**PDN straps and rails**

Scale bar: 20 microns. Pins as bars on the die edge. Tap cells in grey.
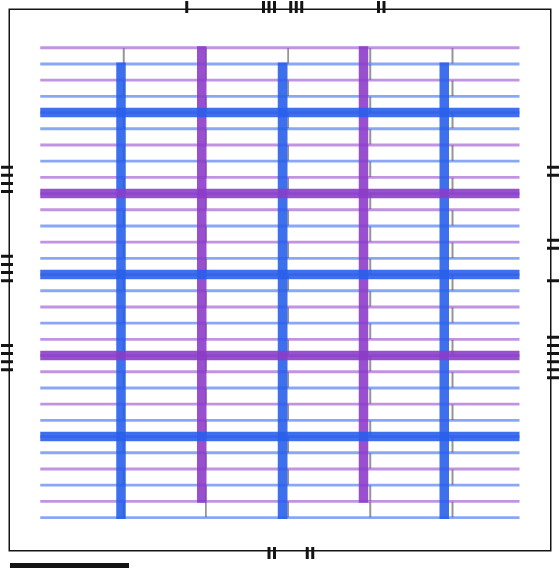
**Cells coloured by class**

Scale bar: 20 microns.
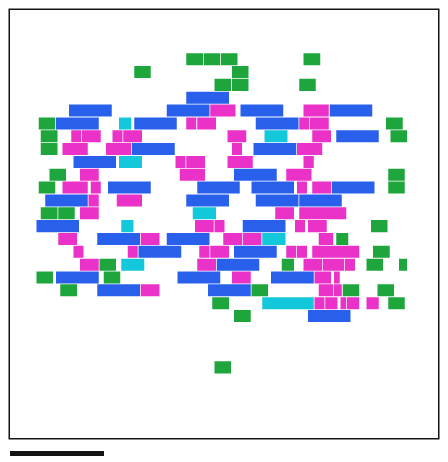
**Clock distribution**

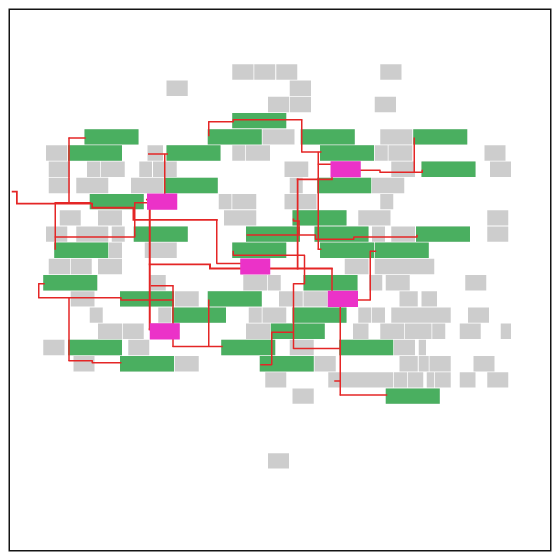
**Routed metal, one colour a layer**

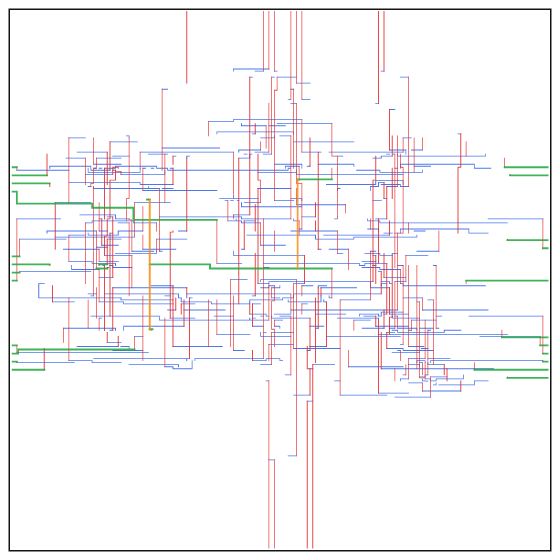
**Routing congestion map**

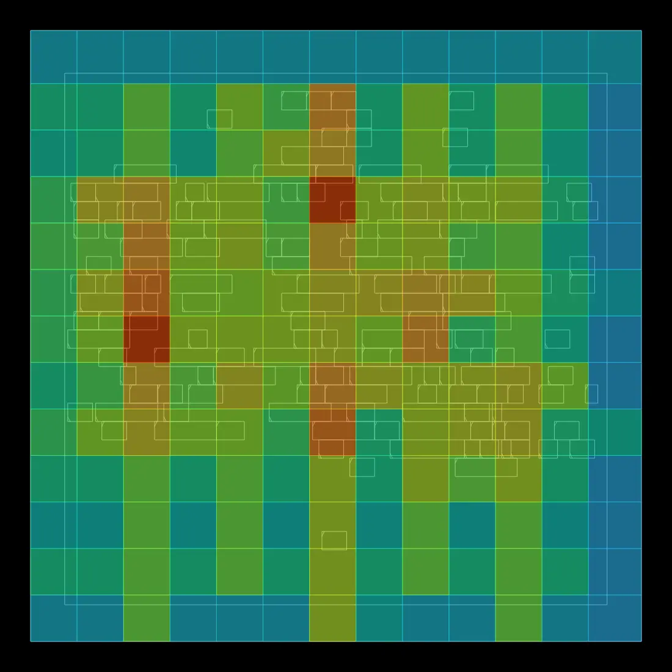
[config.mk]
export PLATFORM = sky130hd
export DESIGN_NAME = shift_writeback
export DESIGN_NICKNAME = d
export VERILOG_FILES = /design/src/rtl/shift_writeback_pkg.sv /design/src/rtl/shift_writeback_wb_queue2.sv /design/src/rtl/shift_writeback.sv
export SDC_FILE = /design/constraint.sdc
export NUM_CORES = 1
export LEC_CHECK = 0
export CAP_MARGIN = 5
export CORE_MARGIN = 5
export CORE_UTILIZATION = 25
export DETAILED_ROUTE_END_ITERATION = 7
export MAX_ROUTING_LAYER = met4
export REMOVE_ABC_BUFFERS = 1
export SKIP_LAST_GASP = 1
export SYNTH_ARGS = -nofsm -noshare
export SYNTH_HDL_FRONTEND = slang
export SYNTH_SLANG_ARGS = --single-unit
[constraint.sdc]
create_clock -name clk -period 2.6 [get_ports clk]
set_clock_uncertainty 0.15 [all_clocks]
set_input_delay 0.52 -clock clk [delete_from_list [all_inputs] [get_ports clk]]
set_output_delay 0.52 -clock clk [all_outputs]
set_load 0.02 [all_outputs]
[src/rtl/shift_writeback_pkg.sv]
// rtl/shift_writeback_pkg.sv - shared shifter/writeback types and constants
package shift_writeback_pkg;

   // Widest datapath and register index a writeback entry can carry
   localparam int WB_MAX_DATA_W = 32;
   localparam int WB_MAX_RD_W   = 8;

   // Shift opcode constants used by the shifter stage
   localparam logic [1:0] SHIFT_OP_LSL = 2'd0;
   localparam logic [1:0] SHIFT_OP_LSR = 2'd1;
   localparam logic [1:0] SHIFT_OP_ASR = 2'd2;
   localparam logic [1:0] SHIFT_OP_ROR = 2'd3;

   // One queued shifter result awaiting commit
   typedef struct packed {
      logic [WB_MAX_DATA_W-1:0] data;
      logic                     c;
      logic                     z;
      logic [WB_MAX_RD_W-1:0]   rd;
      logic                     rf_we;
      logic                     flag_we;
   } wb_entry_t;

   // Writeback queue occupancy
   typedef enum logic [1:0] {
      EMPTY = 2'd0,
      ONE   = 2'd1,
      FULL  = 2'd2
   } wb_state_t;

endpackage

[src/rtl/shift_writeback_wb_queue2.sv]
// rtl/shift_writeback_wb_queue2.sv - two-entry in-order writeback queue
module wb_queue2
   import shift_writeback_pkg::*;
(
   input  logic      clk,
   input  logic      rst_n,
   input  logic      flush,
   input  logic      push_valid,
   output logic      push_ready,
   input  wb_entry_t push_entry,
   output logic      pop_valid,
   input  logic      pop_ready,
   output wb_entry_t pop_entry,
   output logic      pop_fire
);

   wb_state_t state;
   wb_state_t state_nxt;
   wb_entry_t slot0;
   wb_entry_t slot1;
   logic      push_fire;
   logic      load0;
   logic      load1;
   logic      advance;

   // Readiness comes from state alone so out_ready never reaches in_ready
   assign push_ready = (state != FULL);
   assign pop_valid  = (state != EMPTY);
   assign push_fire  = push_valid && push_ready;
   assign pop_fire   = pop_valid && pop_ready;
   assign pop_entry  = slot0;

   // State register; reset empties the queue without waiting for a clock
   always_ff @(posedge clk or negedge rst_n) begin
      if (!rst_n) begin
         state <= EMPTY;
      end else begin
         state <= state_nxt;
      end
   end

   // Next state and slot-load decisions; slot0 always holds the oldest entry
   always_comb begin
      state_nxt = state;
      load0     = 1'b0;
      load1     = 1'b0;
      advance   = 1'b0;
      if (flush) begin
         state_nxt = EMPTY;
      end else begin
         case (state)
            EMPTY: begin
               if (push_fire) begin
                  state_nxt = ONE;
                  load0     = 1'b1;
               end
            end
            ONE: begin
               if (push_fire && pop_fire) begin
                  load0 = 1'b1;
               end else if (push_fire) begin
                  state_nxt = FULL;
                  load1     = 1'b1;
               end else if (pop_fire) begin
                  state_nxt = EMPTY;
               end
            end
            FULL: begin
               if (pop_fire) begin
                  state_nxt = ONE;
                  advance   = 1'b1;
               end
            end
            default: state_nxt = EMPTY;
         endcase
      end
   end

   // Entry storage, written unmodified from the push side
   always_ff @(posedge clk or negedge rst_n) begin
      if (!rst_n) begin
         slot0 <= '0;
         slot1 <= '0;
      end else begin
         if (load0) begin
            slot0 <= push_entry;
         end else if (advance) begin
            slot0 <= slot1;
         end
         if (load1) begin
            slot1 <= push_entry;
         end
      end
   end

endmodule

[src/rtl/shift_writeback.sv]
// rtl/shift_writeback.sv - shifter result writeback with committed flags
module shift_writeback
   import shift_writeback_pkg::*;
#(
   parameter int DATA_W = 8,
   parameter int RD_W   = 3
) (
   input  logic              clk,
   input  logic              rst_n,
   input  logic              flush,
   input  logic              in_valid,
   output logic              in_ready,
   input  logic [DATA_W-1:0] in_data,
   input  logic              in_c,
   input  logic              in_z,
   input  logic [RD_W-1:0]   in_rd,
   input  logic              in_rf_we,
   input  logic              in_flag_we,
   output logic              out_valid,
   input  logic              out_ready,
   output logic [DATA_W-1:0] out_data,
   output logic [RD_W-1:0]   out_rd,
   output logic              out_rf_we,
   output logic              flag_c,
   output logic              flag_z
);

   wb_entry_t in_entry;
   wb_entry_t head;
   logic      pop_fire;
   logic      unused_head;

   // Pack the incoming result into a zero-extended queue entry
   always_comb begin
      in_entry                 = '0;
      in_entry.data[DATA_W-1:0] = in_data;
      in_entry.c               = in_c;
      in_entry.z               = in_z;
      in_entry.rd[RD_W-1:0]    = in_rd;
      in_entry.rf_we           = in_rf_we;
      in_entry.flag_we         = in_flag_we;
   end

   wb_queue2 u_queue (
      .clk        (clk),
      .rst_n      (rst_n),
      .flush      (flush),
      .push_valid (in_valid),
      .push_ready (in_ready),
      .push_entry (in_entry),
      .pop_valid  (out_valid),
      .pop_ready  (out_ready),
      .pop_entry  (head),
      .pop_fire   (pop_fire)
   );

   assign out_data  = head.data[DATA_W-1:0];
   assign out_rd    = head.rd[RD_W-1:0];
   assign out_rf_we = head.rf_we;

   // Upper bits of the wide entry are zero padding when the block is narrower
   assign unused_head = ^{head.data, head.rd};

   // Architectural flags change only when a flag-writing entry commits, never during flush
   always_ff @(posedge clk or negedge rst_n) begin
      if (!rst_n) begin
         flag_c <= 1'b0;
         flag_z <= 1'b0;
      end else if (pop_fire && !flush && head.flag_we) begin
         flag_c <= head.c;
         flag_z <= head.z;
      end
   end

endmodule

==> flow_summary.json <==
{
  "status": "finished, final reports clean",
  "period_used_pct": 89.1,
  "vias_per_cell": 4.49,
  "aoi_share_pct": 13.4,
  "critPathArrivalTime_ps": 1650,
  "root_buffer": "clkbuf_8",
  "intPower_uw": 1220,
  "first_pass_iters": 4,
  "cellPowerDensity_mw_per_mm2": 800,
  "drt-met1-wl_microns": 1610,
  "flops": 34,
  "row_count": 29,
  "io_pins": 36,
  "switchingPower_uw": 447,
  "top_logic_kind": "multiplexers",
  "grt_pass1_wl_microns": 5660,
  "cp-start-kind": "flop",
  "lay_top_cells": "dfrtp_1 (34), clkdlybuf4s50_1 (34), or2_2 (15), o221a_2 (15), mux2_4 (10)",
  "fillers": 627,
  "num-clock-buffers": 5,
  "ys_ff": 34,
  "post-place-cells": 212,
  "final_cell_count_no_fill": 220,
  "comb_area_share_pct": 31.5,
  "final_core_util_pct": 32.7,
  "end_kind": "output pin",
  "seqPwrFrac_pct": 44.3,
  "crit_end": "in_ready",
  "drtIter0Drc": 58,
  "dpl_cell_area_sq_mm": 0.00197,
  "synthAdderAreaFrac_pct": 0,
  "wl_met3_microns": 193,
  "rrSetupSlack_ps": 660,
  "ff2ff_path_depth": 2,
  "logic_gates": 63,
  "cp.required_ps": 1930,
  "yosys.area_share.simple_pct": 12.2,
  "synth.avg_cell_area_sq_um": 14.4,
  "yosysCellCount": 113,
  "synth_cell_type_count": 25,
  "fp.dieH_microns": 90.7,
  "synth_cells": 113,
  "hold_violations": 0,
  "r2r-start": "u_queue.state[1]",
  "maxCapViolations": 0,
  "seq_share_pct": 40.9,
  "crit_path_cell_trace": "or2b_1, clkdlybuf4s50_1",
  "finalCriticalPeriod_ps": 2320,
  "fp_util_pct": 25.6,
  "antenna_found_initial": 0,
  "cp_num_buf_inv": 1,
  "slew_headroom_pct": 41.9,
  "top_layer": "met4",
  "comb_power_share_pct": 26.4,
  "core_area_sq_mm": 0.00635,
  "ys_warn_count": 0,
  "clockPowerShare_pct": 29.2,
  "cts.htree.levels": 2,
  "antenna_left": 0,
  "yosysChipArea_sq_mm": 0.00163,
  "path_clk_slew_ps": 70,
  "xor_area_share_pct": 0,
  "cts_made_buffers": 5,
  "leakagePower_uw": 0.000849,
  "port_buffers": 35,
  "tool_warnings": 25,
  "clk_share_pct": 5.48,
  "hp-class": "input port to asynchronous set/reset pin",
  "setup_viol": 0,
  "max_freq_ghz": 0.432,
  "cp_slowest_cell": "dfrtp_1",
  "chipArea_sq_mm": 0.00822,
  "dominant_cells": "flip-flops and latches",
  "total_power_uw": 1660,
  "grt_max_degree": 35,
  "clock.latency.late_pin_ps": 280,
  "cts_hold_buf": 0,
  "cp.depth": 2,
  "cpLargestDelayFamily": "flip-flops",
  "layout.nets": 162,
  "yosysTopAreaCell": "dfrtp_1",
  "rsz0062_at_grt": "no",
  "wl_met2_microns": 1500,
  "clock_tree.buffer_depth": 2,
  "startpoint": "u_queue.state[1]",
  "final_area_sq_mm": 0.00208,
  "max_slew.worst_pin.slew_ps": 869,
  "ys_seq_share_pct": 52.3,
  "gp_congestion": 0.713,
  "max-vdd-ir-drop_v": 0.000341,
  "tns_ps": 0,
  "postCtsSetupRepairBufs": 0,
  "topCellsByArea": "dfrtp_1 (52%), o221a_2 (10%), mux2_4 (9.2%), or2_2 (5.8%), buf_4 (5.5%)",
  "synth_area_sq_mm": 0.00163,
  "cts_tree": "built",
  "overflow": 0,
  "layout.non_clock_inverters": 1,
  "dp_hpwl_microns": 2290,
  "die_w_microns": 90.7,
  "path_class": "flop to output pin",
  "whs_ps": 152,
  "area_growth_syn_to_layout_pct": 27.8,
  "mux_share_pct": 14.7,
  "final-comb-area_sq_um": 654,
  "clkSinkCount": 34,
  "reg2reg_to": "u_queue.pop_entry[18]",
  "swShare_pct": 26.8,
  "synth_top_area_share_pct": 52.3,
  "maxSlewViolCount": 0,
  "setup_slack_ps": 283,
  "cp_max_fo": 8,
  "ctsResizeCount": 0,
  "tap_cells": 77,
  "place_ws_ps": 41.1,
  "drive_gt1_share_pct": 44.8,
  "drcViolationCount": 0,
  "antennaDiodeCount": 0,
  "slowest_delay_ps": 540,
  "grt_pass1_vias": 1093,
  "buffers": 37,
  "flop_area_sq_um": 851
}
About 'PDN straps and rails':
Key: purple = VDD; blue = VSS
The core has 29 rows. 36 signal pins sit on the boundary. 30 met1 rails follow the rows.

About 'cells coloured by class':
Key: magenta = combinational and other logic [cells 64, share of their area 33%]; cyan = clock drivers and dummy loads [cells 8, share of their area 5.7%]; blue = flops [cells 34, share of their area 43%]; green = other buffers and delay cells [cells 37, share of their area 18%]

About 'clock distribution':
Key: red = clock wires [length 462 microns]; magenta = clock drivers [count 5]; green = flip-flops [count 34]
There are 6 routed clock nets.

About 'routed metal, one colour a layer':
Key: green = metal 3 [wire length 194 microns]; blue = metal 1 [wire length 1610 microns]; red = metal 2 [wire length 1500 microns]; orange = metal 4 [wire length 36.7 microns]
wire length per cell: 15.2 microns
Vias: 988
final wirelength: 3340 microns
All-Layer GR Usage: 8.90%

About 'routing congestion map':
met1 usage: 12.0%
routing usage on met3: 2.75%

-- power groups by stage --
stage,Clock [uW],Sequential [uW],Combinational (uW)
detailed placement,0,746,447
finish,487,738,440
global placement,0,746,439
CTS,502,739,449
global route,529,761,471
floorplan,0,796,187
-- Yosys cell counts --
cell type	instances
buf_4	12
or2b_1	1
inv_1	1
buf_6	2
o221a_2	15
a21oi_1	1
nand2b_1	1
nand2_1	1
nand4bb_4	1
nand2_2	1
and2b_1	1
or2_2	15
dfrtp_1	34
and4b_2	1
mux2i_1	1
or2_0	1
mux2_2	7
mux2_4	10
o32ai_1	1
nor3b_2	1
a211oi_1	1
or2_1	1
o41ai_4	1
nor2b_2	1
clkbuf_2	1
-- metal layers --
metal	vias up	track usage, %
li1	463	-
met1	488	12.0
met2	32	12.7
met3	5	2.75
met4	0	2.98
met5	-	-
Power and IR drop assume default switching activity.
